**Run 1: placed cells, one colour a class**

The bar under the picture is 20 um long. Fill, decap, tap and diode cells in grey.
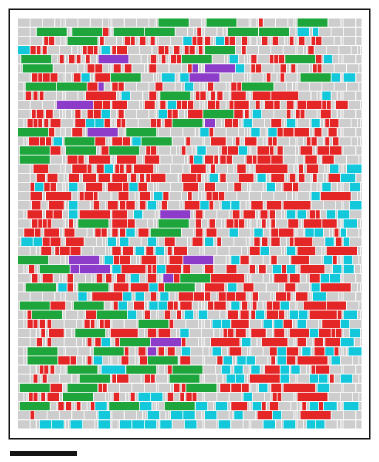
**Run 1: routed metal per tile**

The die is cut into 21 by 26 equal tiles; black is low, pale yellow is high, scaled to the fullest tile. Values are wire area over tile area, all layers added.
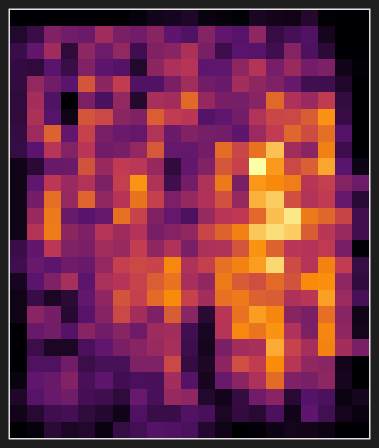
**Run 1: placed standard cells**

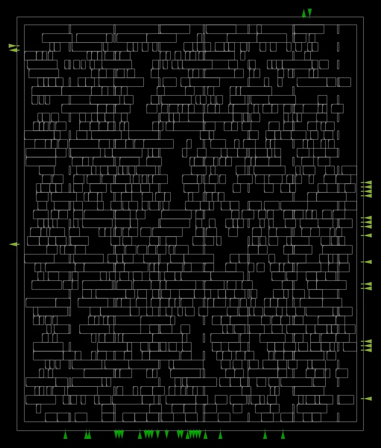
**src/rtl/exec_unit_if.sv**
```systemverilog
// Issue and writeback bundle between an upstream issuer and exec_unit.
interface exec_unit_if;
  logic       issue_valid;
  logic       issue_ready;
  logic [2:0] op;
  logic [3:0] rd;
  logic [7:0] a;
  logic [7:0] b;
  logic       wb_we;
  logic [3:0] wb_sel;
  logic [7:0] wb_data;
  logic       flag_z;
  logic       flag_c;
  logic       busy;

  modport master (
    output issue_valid, op, rd, a, b,
    input  issue_ready, wb_we, wb_sel, wb_data, flag_z, flag_c, busy
  );
  modport slave (
    input  issue_valid, op, rd, a, b,
    output issue_ready, wb_we, wb_sel, wb_data, flag_z, flag_c, busy
  );
endinterface

```
**src/rtl/exec_unit.sv**
```systemverilog
// Single-issue 8-bit execution unit: one-cycle ALU ops, iterative shift-add MUL.
module exec_unit #(
  parameter int MUL_CYCLES = 8
) (
  input logic         clk,
  input logic         rst_n,
  exec_unit_if.slave  io
);
  localparam int CW = $clog2(MUL_CYCLES);
  localparam logic [2:0] OP_ADD = 3'd0, OP_SUB = 3'd1, OP_AND = 3'd2, OP_OR = 3'd3,
                         OP_XOR = 3'd4, OP_SHL = 3'd5, OP_SHR = 3'd6, OP_MUL = 3'd7;

  typedef enum logic [1:0] {IDLE, WB, MUL} state_t;

  state_t        state;
  logic [15:0]   mcand;
  logic [15:0]   prod;
  logic [7:0]    mplier;
  logic [CW-1:0] cnt;
  logic [3:0]    rd_q;

  logic          accept;
  logic [7:0]    alu_res;
  logic          alu_c;
  logic [8:0]    sum9;
  logic [8:0]    diff9;
  logic [15:0]   shl16;
  logic [15:0]   shr16;
  logic [15:0]   prod_nxt;

  assign io.issue_ready = (state != MUL);
  assign io.busy        = (state == MUL);
  assign io.wb_we       = (state == WB);
  assign accept         = io.issue_valid && io.issue_ready;

  // Shifts run in a 16-bit window so the last bit shifted out lands at a fixed position.
  always_comb begin
    sum9    = {1'b0, io.a} + {1'b0, io.b};
    diff9   = {1'b0, io.a} - {1'b0, io.b};
    shl16   = {8'h00, io.a} << io.b[2:0];
    shr16   = {io.a, 8'h00} >> io.b[2:0];
    alu_res = 8'h00;
    alu_c   = 1'b0;
    case (io.op)
      OP_ADD: begin alu_res = sum9[7:0];  alu_c = sum9[8];  end
      OP_SUB: begin alu_res = diff9[7:0]; alu_c = diff9[8]; end
      OP_AND: alu_res = io.a & io.b;
      OP_OR:  alu_res = io.a | io.b;
      OP_XOR: alu_res = io.a ^ io.b;
      OP_SHL: begin alu_res = shl16[7:0];  alu_c = shl16[8]; end
      OP_SHR: begin alu_res = shr16[15:8]; alu_c = shr16[7]; end
      default: ;
    endcase
  end

  assign prod_nxt = prod + (mplier[0] ? mcand : 16'h0000);

  always_ff @(posedge clk or negedge rst_n) begin
    if (!rst_n) begin
      state      <= IDLE;
      io.wb_sel  <= 4'h0;
      io.wb_data <= 8'h00;
      io.flag_z  <= 1'b0;
      io.flag_c  <= 1'b0;
      mcand      <= 16'h0000;
      prod       <= 16'h0000;
      mplier     <= 8'h00;
      cnt        <= '0;
      rd_q       <= 4'h0;
    end else begin
      case (state)
        IDLE, WB: begin
          if (accept && io.op == OP_MUL) begin
            state  <= MUL;
            mcand  <= {8'h00, io.a};
            mplier <= io.b;
            prod   <= 16'h0000;
            cnt    <= '0;
            rd_q   <= io.rd;
          end else if (accept) begin
            state      <= WB;
            io.wb_sel  <= io.rd;
            io.wb_data <= alu_res;
            io.flag_z  <= (alu_res == 8'h00);
            io.flag_c  <= alu_c;
          end else begin
            state <= IDLE;
          end
        end
        MUL: begin
          prod   <= prod_nxt;
          mcand  <= mcand << 1;
          mplier <= mplier >> 1;
          cnt    <= cnt + 1'b1;
          // Last multiplier bit folds in on the same edge that enters WB.
          if (cnt == CW'(MUL_CYCLES - 1)) begin
            state      <= WB;
            io.wb_sel  <= rd_q;
            io.wb_data <= prod_nxt[7:0];
            io.flag_z  <= (prod_nxt[7:0] == 8'h00);
            io.flag_c  <= |prod_nxt[15:8];
          end
        end
        default: state <= IDLE;
      endcase
    end
  end
endmodule

```
**src/flat_wrapper.sv**
```systemverilog
// flat-port wrapper written by rule: the top's interface ports become plain ports
module exec_unit_flat 
#(
  parameter int MUL_CYCLES = 8
)
  (clk, rst_n, io_issue_valid, io_op, io_rd, io_a, io_b, io_issue_ready, io_wb_we, io_wb_sel, io_wb_data, io_flag_z, io_flag_c, io_busy);
  exec_unit_if io_i ();
  input logic clk;
  input logic rst_n;
  input wire logic [$bits(io_i.issue_valid)-1:0] io_issue_valid;
  input wire logic [$bits(io_i.op)-1:0] io_op;
  input wire logic [$bits(io_i.rd)-1:0] io_rd;
  input wire logic [$bits(io_i.a)-1:0] io_a;
  input wire logic [$bits(io_i.b)-1:0] io_b;
  output wire logic [$bits(io_i.issue_ready)-1:0] io_issue_ready;
  output wire logic [$bits(io_i.wb_we)-1:0] io_wb_we;
  output wire logic [$bits(io_i.wb_sel)-1:0] io_wb_sel;
  output wire logic [$bits(io_i.wb_data)-1:0] io_wb_data;
  output wire logic [$bits(io_i.flag_z)-1:0] io_flag_z;
  output wire logic [$bits(io_i.flag_c)-1:0] io_flag_c;
  output wire logic [$bits(io_i.busy)-1:0] io_busy;
  assign io_i.issue_valid = io_issue_valid;
  assign io_i.op = io_op;
  assign io_i.rd = io_rd;
  assign io_i.a = io_a;
  assign io_i.b = io_b;
  assign io_issue_ready = io_i.issue_ready;
  assign io_wb_we = io_i.wb_we;
  assign io_wb_sel = io_i.wb_sel;
  assign io_wb_data = io_i.wb_data;
  assign io_flag_z = io_i.flag_z;
  assign io_flag_c = io_i.flag_c;
  assign io_busy = io_i.busy;
  exec_unit #(.MUL_CYCLES(MUL_CYCLES)) u_core (.clk(clk), .rst_n(rst_n), .io(io_i));
endmodule
```
**config.mk**
```make
export PLATFORM = sky130hd
export DESIGN_NAME = exec_unit_flat
export DESIGN_NICKNAME = d
export VERILOG_FILES = /design/src/rtl/exec_unit_if.sv /design/src/rtl/exec_unit.sv /design/src/flat_wrapper.sv
export SDC_FILE = /design/constraint.sdc
export NUM_CORES = 1
export LEC_CHECK = 0
export CAP_MARGIN = 10
export CELL_PAD_IN_SITES_DETAIL_PLACEMENT = 0
export CELL_PAD_IN_SITES_GLOBAL_PLACEMENT = 1
export CORE_ASPECT_RATIO = 1.2
export CORE_MARGIN = 2
export CORE_UTILIZATION = 41
export CTS_BUF_LIST = sky130_fd_sc_hd__clkbuf_8 sky130_fd_sc_hd__clkbuf_16
export DETAILED_ROUTE_END_ITERATION = 10
export PLACE_DENSITY_LB_ADDON = 0.1
export SLEW_MARGIN = 10
export SYNTH_ARGS = -nofsm -noshare
export SYNTH_HDL_FRONTEND = slang
export SYNTH_SLANG_ARGS = --single-unit
```
**constraint.sdc**
```tcl
create_clock -name clk -period 2.6 [get_ports clk]
set_input_delay 0.52 -clock clk [delete_from_list [all_inputs] [get_ports clk]]
set_output_delay 0.52 -clock clk [all_outputs]
set_load 0.01 [all_outputs]
```
==> flow_metrics.tcl, run 1 <==
# flow metrics
set metrics [dict create \
    netlist.top_cell.by_instances "nand2_1" \
    synthDominantCellAreaShare_pct 30.2 \
    die-width_um 107 \
    port_buffers 42 \
    cts_buffers 9 \
    place.gp.congestion 0.928 \
    die_span_y_um 128 \
    drive_gt1_share_pct 30.6 \
    worst_pin_slew_ns 0.599 \
    vias_per_cell 5.48 \
    tritoncts_clock_tree "built" \
    ys_seq_share_pct 30.2 \
    root_buffer "clkbuf_16" \
    detail-route-antenna-nets 0 \
    data_required_time_at_the_worst_endpoint_ns 2.79 \
    drc_errors 0 \
    pwr_density_cell_nw_per_um2 695 \
    warnings 45 \
    worstPathMaxFanout 4 \
    n_antenna_cell 0 \
    ys_async_sr_fraction_pct 100 \
    report.final.slew_viol_count 0 \
    cp-start-kind "flop" \
    wl_per_cell_um 18.9 \
    ys.warnings.count 0 \
    post_synth_inst_count 620 \
    end_kind "flop" \
    run_status "complete, but fails checks" \
    grt_start_max_net_pins 48 \
    timing_hold_violations_final 0 \
    postSynthRegisterBits 63 \
    avgSynthCellArea_um2 8.41 \
    dr.pass1.iters 4 \
    vdd_drop_max_uv 458 \
    overflow 0 \
    final.setup_skew_ns 0.00705 \
    ys_dominant_reg_cell "dfrtp_1" \
    count_of_flip_flops_with_a_built_in_enable_after_synthesis 0 \
    hold_path.class "primary input to async pin" \
    nNetsFinal 847 \
    io-pin-count 43 \
    number_of_global_route_vias_before_repair 5339 \
    drt_iter0_drc 260 \
    cts_max_level 3 \
    cts.sink_count 63 \
    worst_ep_arrival_time_ns 2.96 \
    synth-area-yosys_um2 5220 \
    grt_first_pass_wirelength_mm 28.2 \
    drv.max_cap_violation_count 0 \
    cts.clk_slew.worst_paths_ns 0.06 \
    failed_checks "negative setup slack" \
    flow.area_growth_from_synthesis_pct 41.6 \
    yosys-stat-cells 620 \
    synth.cells.most_frequent "nand2_1 (85), o21ai_0 (64), dfrtp_1 (63), nor2_1 (46), a21oi_1 (45)" \
    dieArea_um2 13600 \
    timing.setup.critical_path_class "flop to flop" \
    core_density_at_floorplan_pct 41.5 \
    setup_tns_final_ns -0.252 \
    power_leakage_nw 3.46 \
    worst_slew_margin_rel_pct 60.0 \
    fmax_mhz 360 \
    finalCritPeriodShare_pct 107 \
    yosys.cell_types.count 81 \
    rsz0062_at_grt "true" \
    synth_area_leader_cell "dfrtp_1" \
    antenna_found_initial 0 \
    postLayoutSetupSlackWorst_ns -0.175 \
    max-clock-path-buffers 2 \
    insertion_delay_of_the_later_clocked_pin_in_the_worst_skew_pair_ns 0.33 \
    net_count_synth 691 \
    hpwl_mm 13.7 \
    timing.final.crit_period_ns 2.78 \
    syn_area_um2 5220 \
    yosys-top-cells-area "dfrtp_1 (30%), ha_1 (10%), o21ai_0 (6.1%)" \
    timing.final.setup_violations 2 \
]
Back to the opening pictures, 'placed cells, one colour a class':
| colour | class | cells | share of their area |
|---|---|---|---|
| purple | clock drivers and dummy loads | 16 | 4.1% |
| cyan | remaining buffers and delay cells | 183 | 21% |
| green | sequential cells | 63 | 22% |
| red | combinational and other logic | 519 | 53% |
Post-Route Utilization: 58.8%
Cell Rows: 45

Back to the opening pictures, 'routed metal per tile':
mean over tiles: 0.21
emptiest ninth of the die: south-west
densest ninth of the die: east
nearly empty tiles: 6.6%
fullest tile: 0.61
total wire length after detailed routing: 17.9 mm
DR vias: 5178
total routing resource utilization after global routing: 27.0%

Back to the opening pictures, 'placed standard cells':
tally of filler cells in the layout: 1201
area of the core: 12600 um^2
number of well taps: 164

-- run 1: worst paths after layout --
kind,slack [ns],end,cells after the start,startpoint
max in group asynchronous,1.81,u_core.io.wb_data[4],2,rst_n
max,-0.18,u_core.io.flag_c,11,u_core.mplier[0]
min reg2reg,0.47,u_core.rd_q[3],2,u_core.rd_q[3]
min,0.19,u_core.mplier[3],1,rst_n
min in group clk,0.47,u_core.rd_q[3],2,u_core.rd_q[3]
max reg2reg,-0.18,u_core.io.flag_c,11,u_core.mplier[0]
-- run 1: registers in the layout (all words and copies together), names as in the netlist --
register,cells
u_core.cnt,3
u_core.io.flag_c,1
u_core.io.flag_z,1
u_core.io.wb_data,8
u_core.io.wb_sel,4
u_core.mcand,16
u_core.mplier,8
u_core.prod,16
u_core.rd_q,4
u_core.state,2
-- run 1: cells by family after synthesis --
| family | synth area share (%) |
|---|---|
| compound gates | 23.3 |
| flops | 30.2 |
| fa+ha+maj | 11.2 |
| xor+xnor | 3.36 |
| simple gates | 19.7 |
| buf+inv | 5.83 |
| mux | 6.36 |
-- run 1: stage by stage --
stage | std cells | instance area, um^2 | worst slack, ns | hold WS, ns | total power [mW]
6_report | 945 | 7380 | -0.175 | 0.187 | 5.13
2_1_floorplan | 620 | 5220 | 0.0123 | 0.224 | 2.68
3_5_place_dp | 918 | 6610 | -0.588 | 0.463 | 3.67
4_1_cts | 944 | 7180 | -0.240 | 0.200 | 5.06
3_3_place_gp | 918 | 6610 | -0.579 | 0.460 | 3.64
5_1_grt | 945 | 7380 | -0.299 | 0.230 | 5.47
-- run 1: layout by cell type (no fill, tap or decap), types with 11 or more instances in the layout --
cell type,instances
a21oi_1,40
clkdlybuf4s50_1,31
nand3_1,19
buf_4,134
nor2_1,45
o21ai_0,57
and2_1,14
ha_1,29
inv_1,17
dfrtp_1,62
nand2_1,85
xnor2_1,11
mux2i_1,20
-- run 1: report_power, final --
group          leakage, nW  switching (mW)  internal [mW]
clock network        0.142           0.470          0.743
registers            0.814           0.235           1.32
logic                 2.51            1.19           1.18
-- run 1: final cells by class --
class / instances / area (um^2)
multi-input combinational: 495 / 3710
inverter: 24 / 91.3
clock inverter: 7 / 72.6
fill: 1201 / 5170
timing repair buffer: 183 / 1500
tap: 164 / 205
sequential: 63 / 1580
clock buffer: 9 / 225
-- run 1: worst max-delay path, cell delays in order (launching register included) --
cell      delay (ns)
dfrtp_2         0.44
and2_4          0.17
ha_4            0.16
fa_2            0.36
a211oi_2        0.21
nor2_2          0.08
o41ai_2         0.29
o211ai_1        0.14
a21oi_1         0.18
xor2_1          0.22
and4_1          0.23
a41oi_1         0.14
-- run 1: timing repair --
item                                    4_1_cts  5_1_grt
pin swaps                                    22       21
hold buffers                                  0        0
hold endpoints to repair                      0        0
buffers inserted                             11        6
endpoints found under the setup margin       12       11
gates resized                                61       39
-- run 1: per-layer routing --
| metal | vias up | GRT usage (%) | part of all wire (%) |
|---|---|---|---|
| met5 | - | 0 | 0 |
| met4 | 0 | 13.4 | 4.6 |
| met3 | 35 | 3.62 | 3.1 |
| met2 | 100 | 48.8 | 52 |
| met1 | 2504 | 30.9 | 40 |
| li1 | 2539 | - | - |
**Run 1: signal wires on met1**

Supply wires on this layer in grey.
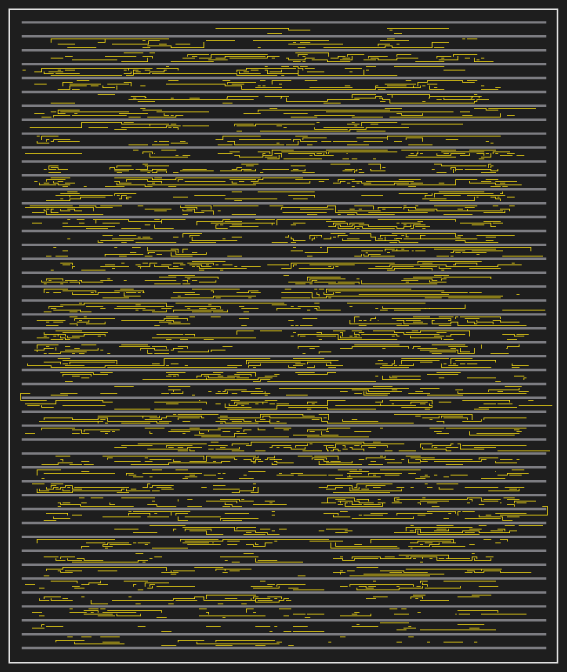

==> run 1 -> run 2 <==
--- a/config.mk
+++ b/config.mk
@@ -10,9 +10,10 @@
 export CELL_PAD_IN_SITES_GLOBAL_PLACEMENT = 1
 export CORE_ASPECT_RATIO = 1.2
 export CORE_MARGIN = 2
-export CORE_UTILIZATION = 41
+export CORE_UTILIZATION = 45
 export CTS_BUF_LIST = sky130_fd_sc_hd__clkbuf_8 sky130_fd_sc_hd__clkbuf_16
 export DETAILED_ROUTE_END_ITERATION = 10
+export DONT_BUFFER_PORTS = 1
 export PLACE_DENSITY_LB_ADDON = 0.1
 export SLEW_MARGIN = 10
 export SYNTH_ARGS = -nofsm -noshare
==> constraint.sdc (replaced) <==
create_clock -name clk -period 2.8 [get_ports clk]
set_input_delay 0.56 -clock clk [delete_from_list [all_inputs] [get_ports clk]]
set_output_delay 0.56 -clock clk [all_outputs]
set_load 0.01 [all_outputs]
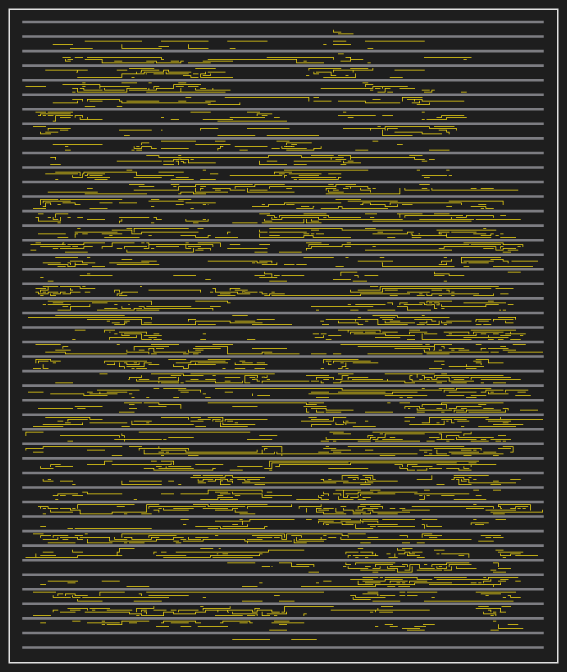
**Above:** run 2 (signal wires on met1).
Supply wires on this layer in grey.
share of all routed wire: 40%
wire length on this layer: 6000 um

==> flow_metrics.tcl, run 2 <==
# flow metrics
set metrics [dict create \
    avgSynthCellArea_um2 8.41 \
    insertion_delay_of_the_later_clocked_pin_in_the_worst_skew_pair_ns 0.33 \
    max-clock-path-buffers 2 \
    wl_per_cell_um 19.2 \
    fin_util_pct 50.0 \
    grt_util_met3_pct 4.02 \
    yosys.cell_types.count 81 \
    tritoncts_clock_tree "built" \
    report.final.slew_viol_count 0 \
    timing.final.setup_violations 0 \
    die_span_y_um 122 \
    drive_gt1_share_pct 11.0 \
    count_of_flip_flops_with_a_built_in_enable_after_synthesis 0 \
    finalCritPeriodShare_pct 98.0 \
    cts_buffers 9 \
    lay_top_count "nand2_1" \
    grt_busiest_layer "met2" \
    net_count_synth 691 \
    post_synth_inst_count 620 \
    power_leakage_nw 2.62 \
    synth-compound-area-share_pct 23.3 \
    timing.setup.critical_path_class "flop to flop" \
    critical_path.top_delay_family "AND-OR/OR-AND gates" \
    grt_util_met1_pct 29.1 \
    overflow 0 \
    synth-area-yosys_um2 5220 \
    netlist.top_cell.by_instances "nand2_1" \
    vdd_drop_max_uv 458 \
    worst_slew_margin_rel_pct 35.6 \
    run_status "complete, no violations" \
    reg2reg_setup_slack_ns 0.06 \
    io-pin-count 43 \
    total_power_mw 4.03 \
    ys.warnings.count 0 \
    number_of_global_route_vias_before_repair 4457 \
    dr.pass1.iters 4 \
    cp.buffers_inverters 2 \
    yosys-mux-area-fraction_pct 6.36 \
    yosys-top-cells-area "dfrtp_1 (30%), ha_1 (10%), o21ai_0 (6.1%)" \
    synth-simple-area-share_pct 19.6 \
    cp-start-kind "flop" \
    ys_seq_share_pct 30.2 \
    grt_start_max_net_pins 64 \
    cts.sink_count 63 \
    track_usage_pct 24.7 \
    final.setup_skew_ns 0.00617 \
    lay_top_cells "nand2_1 (85), dfrtp_1 (63), o21ai_0 (61)" \
    critical-path-max-stage-delay_ns 0.39 \
    detail-route-antenna-nets 0 \
    hold_path.class "primary input to async pin" \
    end_kind "flop" \
    core_area_um2 11400 \
    path_cells "and2_4 -> ha_4 -> fa_2 -> a211oi_2 -> nor2_2 -> o41ai_2 -> inv_1 -> a21boi_2 -> buf_4 -> o21ai_2 -> xor2_1 -> a22o_1" \
    timing.final.crit_period_ns 2.74 \
    root_buffer "clkbuf_16" \
    cts.clk_slew.worst_paths_ns 0.05 \
    synth.cells.most_frequent "nand2_1 (85), o21ai_0 (64), dfrtp_1 (63), nor2_1 (46), a21oi_1 (45)" \
    drv.max_cap_violation_count 0 \
    hpwl_mm 11.0 \
    synth_area_leader_cell "dfrtp_1" \
    flow.area_growth_from_synthesis_pct 9.38 \
    port_buffers 0 \
    core.rowCount 43 \
]
## run 2: cell counts after synthesis
Identical to the previous run, type by type.
## run 2: cell type report
class / count / area (um^2)
clock buffer: 11 / 253
sequential: 63 / 1580
timing repair buffer: 19 / 163
tap: 157 / 196
multi-input combinational: 495 / 3380
fill: 1177 / 5700
inverter: 24 / 90.1
clock inverter: 4 / 46.3
## run 2: repair_timing
item | in CTS | in global routing
hold buffers | 1 | 0
resized | 0 | 13
setup buffers | 0 | 4
endpoints found under the setup margin | 0 | 7
hold endpoints to repair | 63 | 0
## run 2: how the worst max path moves through the flow
stage,end,slack [ns],depth (start not counted)
2_1_floorplan,u_core.io.wb_data[6],0.17,11
3_3_place_gp,u_core.io.flag_c,0.06,11
3_5_place_dp,u_core.io.flag_c,0.03,11
4_1_cts,u_core.io.flag_c,0.007,11
5_1_grt,u_core.io.flag_c,-0.10,11
6_report,u_core.prod[14],0.06,12
## run 2: metal layers
layer,wire (um),part of all wire (%)
met5,0,0
met4,605,4.1
met3,704,4.7
met2,7530,51
met1,6000,40
## run 2: where the power goes
part	internal (mW)	switching, mW
clock network	0.727	0.390
registers	1.22	0.243
logic	0.631	0.818
## run 2: metrics by stage
step,std cells,TNS (ns),area (um^2),setup WS (ns)
2_1_floorplan,620,0,5220,0.172
5_1_grt,773,-0.209,5700,-0.103
3_5_place_dp,753,0,5310,0.0343
4_1_cts,769,0,5630,0.00728
3_3_place_gp,753,0,5310,0.0625
6_report,773,0,5700,0.0553
## run 2: kinds of logic (layout without fill, tap and decap cells)
group,Yosys count,in the layout
flops,63,63
compound gates,187,187
buf+inv,62,58
fa+ha+maj,45,45
simple gates,215,215
xor+xnor,20,20
mux,28,28
**Run 2: placed standard cells**

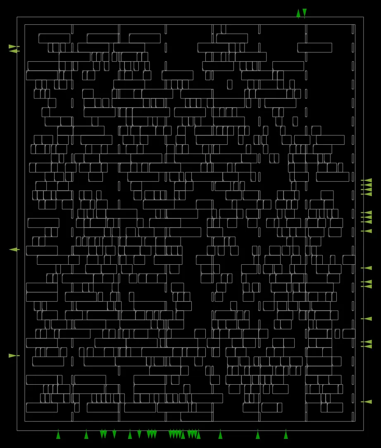

==> run 2 -> run 3 <==
==> constraint.sdc (replaced) <==
create_clock -name clk -period 3 [get_ports clk]
set_input_delay 0.6 -clock clk [delete_from_list [all_inputs] [get_ports clk]]
set_output_delay 0.6 -clock clk [all_outputs]
set_load 0.01 [all_outputs]
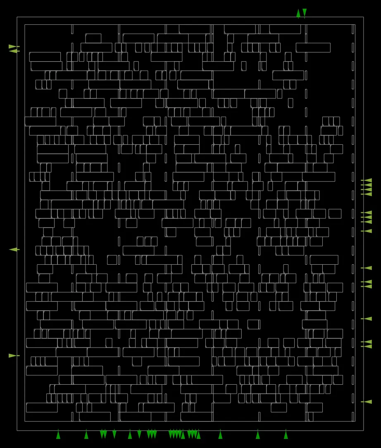
**Above:** run 3 (placed standard cells).
number of well taps: 157
tally of filler cells in the layout: 1160
fraction of area in registers: 28.2%
flip-flops: 63

==> flow_metrics.tcl, run 3 <==
# flow metrics
set metrics [dict create \
    post_synth_inst_count 620 \
    power_leakage_nw 2.56 \
    count_of_flip_flops_with_a_built_in_enable_after_synthesis 0 \
    power.share.combinational_pct 35.8 \
    grt_start_max_net_pins 64 \
    dpl_cell_area_um2 5270 \
    share_clk_of_total_power_pct 27.3 \
    cts.clk_slew.worst_paths_ns 0.06 \
    timing.final.crit_period_ns 2.79 \
    p_int_mw 2.32 \
    die_span_y_um 122 \
    insertion_delay_of_the_later_clocked_pin_in_the_worst_skew_pair_ns 0.33 \
    data_required_time_at_the_worst_endpoint_ns 3.18 \
    power.net_switching_mw 1.36 \
    cts_max_level 3 \
    smallest_hold_slack_ns 0.141 \
    vdd_drop_max_uv 435 \
    critical-path-slowest-cell "fa_1" \
    postLayoutSetupSlackWorst_ns 0.207 \
    max-clock-path-buffers 2 \
    dr.pass1.iters 4 \
    setup_tns_final_ns 0 \
    ys_dominant_reg_cell "dfrtp_1" \
    critical-path-max-stage-delay_ns 0.44 \
    yosys-stat-cells 620 \
    nNetsFinal 674 \
    total_power_mw 3.68 \
    postSynthRegisterBits 63 \
    detail-route-antenna-nets 0 \
    wl_per_cell_um 19.5 \
    synthDominantCellAreaShare_pct 30.2 \
    xor_share_pct 3.36 \
    synth-compound-area-share_pct 23.3 \
    timing.setup.critical_path_class "flop to flop" \
    hold_path.class "primary input to async pin" \
    ys.warnings.count 0 \
    stdcell_count 764 \
    place.gp.congestion 0.938 \
    seqPwrFrac_pct 36.9 \
    top_layer_used "met4" \
    grt_first_pass_wirelength_mm 24.2 \
    end_kind "flop" \
    port_buffers 0 \
    ys_async_sr_fraction_pct 100 \
    cts_buffers 9 \
    timing_hold_violations_final 0 \
    pwr_density_cell_nw_per_um2 658 \
    core_area_um2 11400 \
    power.share.switching_pct 36.9 \
    postLayoutCellArea_um2 5590 \
    number_of_global_route_vias_before_repair 4463 \
    drive_gt1_share_pct 8.73 \
    report.final.slew_viol_count 0 \
    cp-start-kind "flop" \
    hpwl_mm 11.3 \
    metal2_wl_mm 7.80 \
    overflow 0 \
    core.rowCount 43 \
    synth_area_leader_cell "dfrtp_1" \
    synth-area-yosys_um2 5220 \
    final.setup_skew_ns 0.00851 \
    core_density_at_floorplan_pct 45.7 \
    yosys-top-cells-area "dfrtp_1 (30%), ha_1 (10%), o21ai_0 (6.1%)" \
    run_status "complete, no violations" \
    rsz0062_at_grt "false" \
    antenna_found_initial 0 \
    timing.final.setup_violations 0 \
    warnings 43 \
    ys_seq_share_pct 30.2 \
    yosys.cell_types.count 81 \
    reg_top3 "u_core.mcand (16), u_core.prod (16)" \
    drt_wl_total_mm 14.9 \
    drc_errors 0 \
    met3WireLength_um 619 \
    lay_top_count "nand2_1" \
    fmax_mhz 358 \
    syn_area_um2 5220 \
]
run 3: cell counts after synthesis:
Identical to the previous run, type by type.
run 3: repair_timing:
action / in CTS / in global routing
hold buffers: 1 / 0
endpoints found under the hold margin: 63 / 0
endpoints found under the setup margin: 0 / 2
resized: 0 / 2
run 3: power groups by stage:
stage	sequential, mW	combinational [mW]	clock [mW]
3_5_place_dp	1.37	1.30	0
3_3_place_gp	1.36	1.28	0
6_report	1.36	1.32	1.01
2_1_floorplan	1.31	1.01	0
4_1_cts	1.36	1.33	1.03
5_1_grt	1.40	1.50	1.06
run 3: metal layers:
layer | global-route usage (%) | vias up
met4 | 11.4 | 0
met5 | 0 | -
met3 | 4.42 | 31
met2 | 45.1 | 96
li1 | - | 2171
met1 | 29.9 | 2078
run 3: layout make-up:
type	instances	area (um^2)
Clock buffer	9	225
Timing Repair Buffer	10	95.1
Inverter	24	90.1
Multi-Input combinational cell	495	3350
Sequential cell	63	1580
Fill cell	1160	5810
Clock inverter	6	62.6
Tap cell	157	196
run 3: final timing paths:
kind	start	to	slack (ns)	cells past startpoint
setup / recovery	u_core.mcand[0]	u_core.io.flag_c	0.21	11
hold / removal	rst_n	u_core.mplier[2]	0.14	1
setup reg to reg	u_core.mcand[0]	u_core.io.flag_c	0.21	11
hold reg to reg	u_core.rd_q[0]	u_core.rd_q[0]	0.47	2
max in group asynchronous	rst_n	u_core.prod[13]	2.58	1
min in group clk	io_rd[1]	u_core.rd_q[1]	0.38	2
run 3: cells by family (layout without fill, tap and decap cells):
kind of cell    count (synthesis)  count (layout)
mux                            28              28
flops                          63              63
compound gates                187             187
xor+xnor                       20              20
simple gates                  215             215
buf+inv                        62              49
fa+ha+maj                      45              45
run 3: worst max-delay path, delay by kind of cell, from the launching register on:
kind	cells	cell delay, ns
AND-OR/OR-AND	5	0.93
XOR/XNOR	1	0.21
adder cells (fa/ha/maj)	2	0.66
flip-flops	1	0.38
AND/OR/NAND/NOR	3	0.48
No activity file was given, so power comes from the tool's default toggle rates.
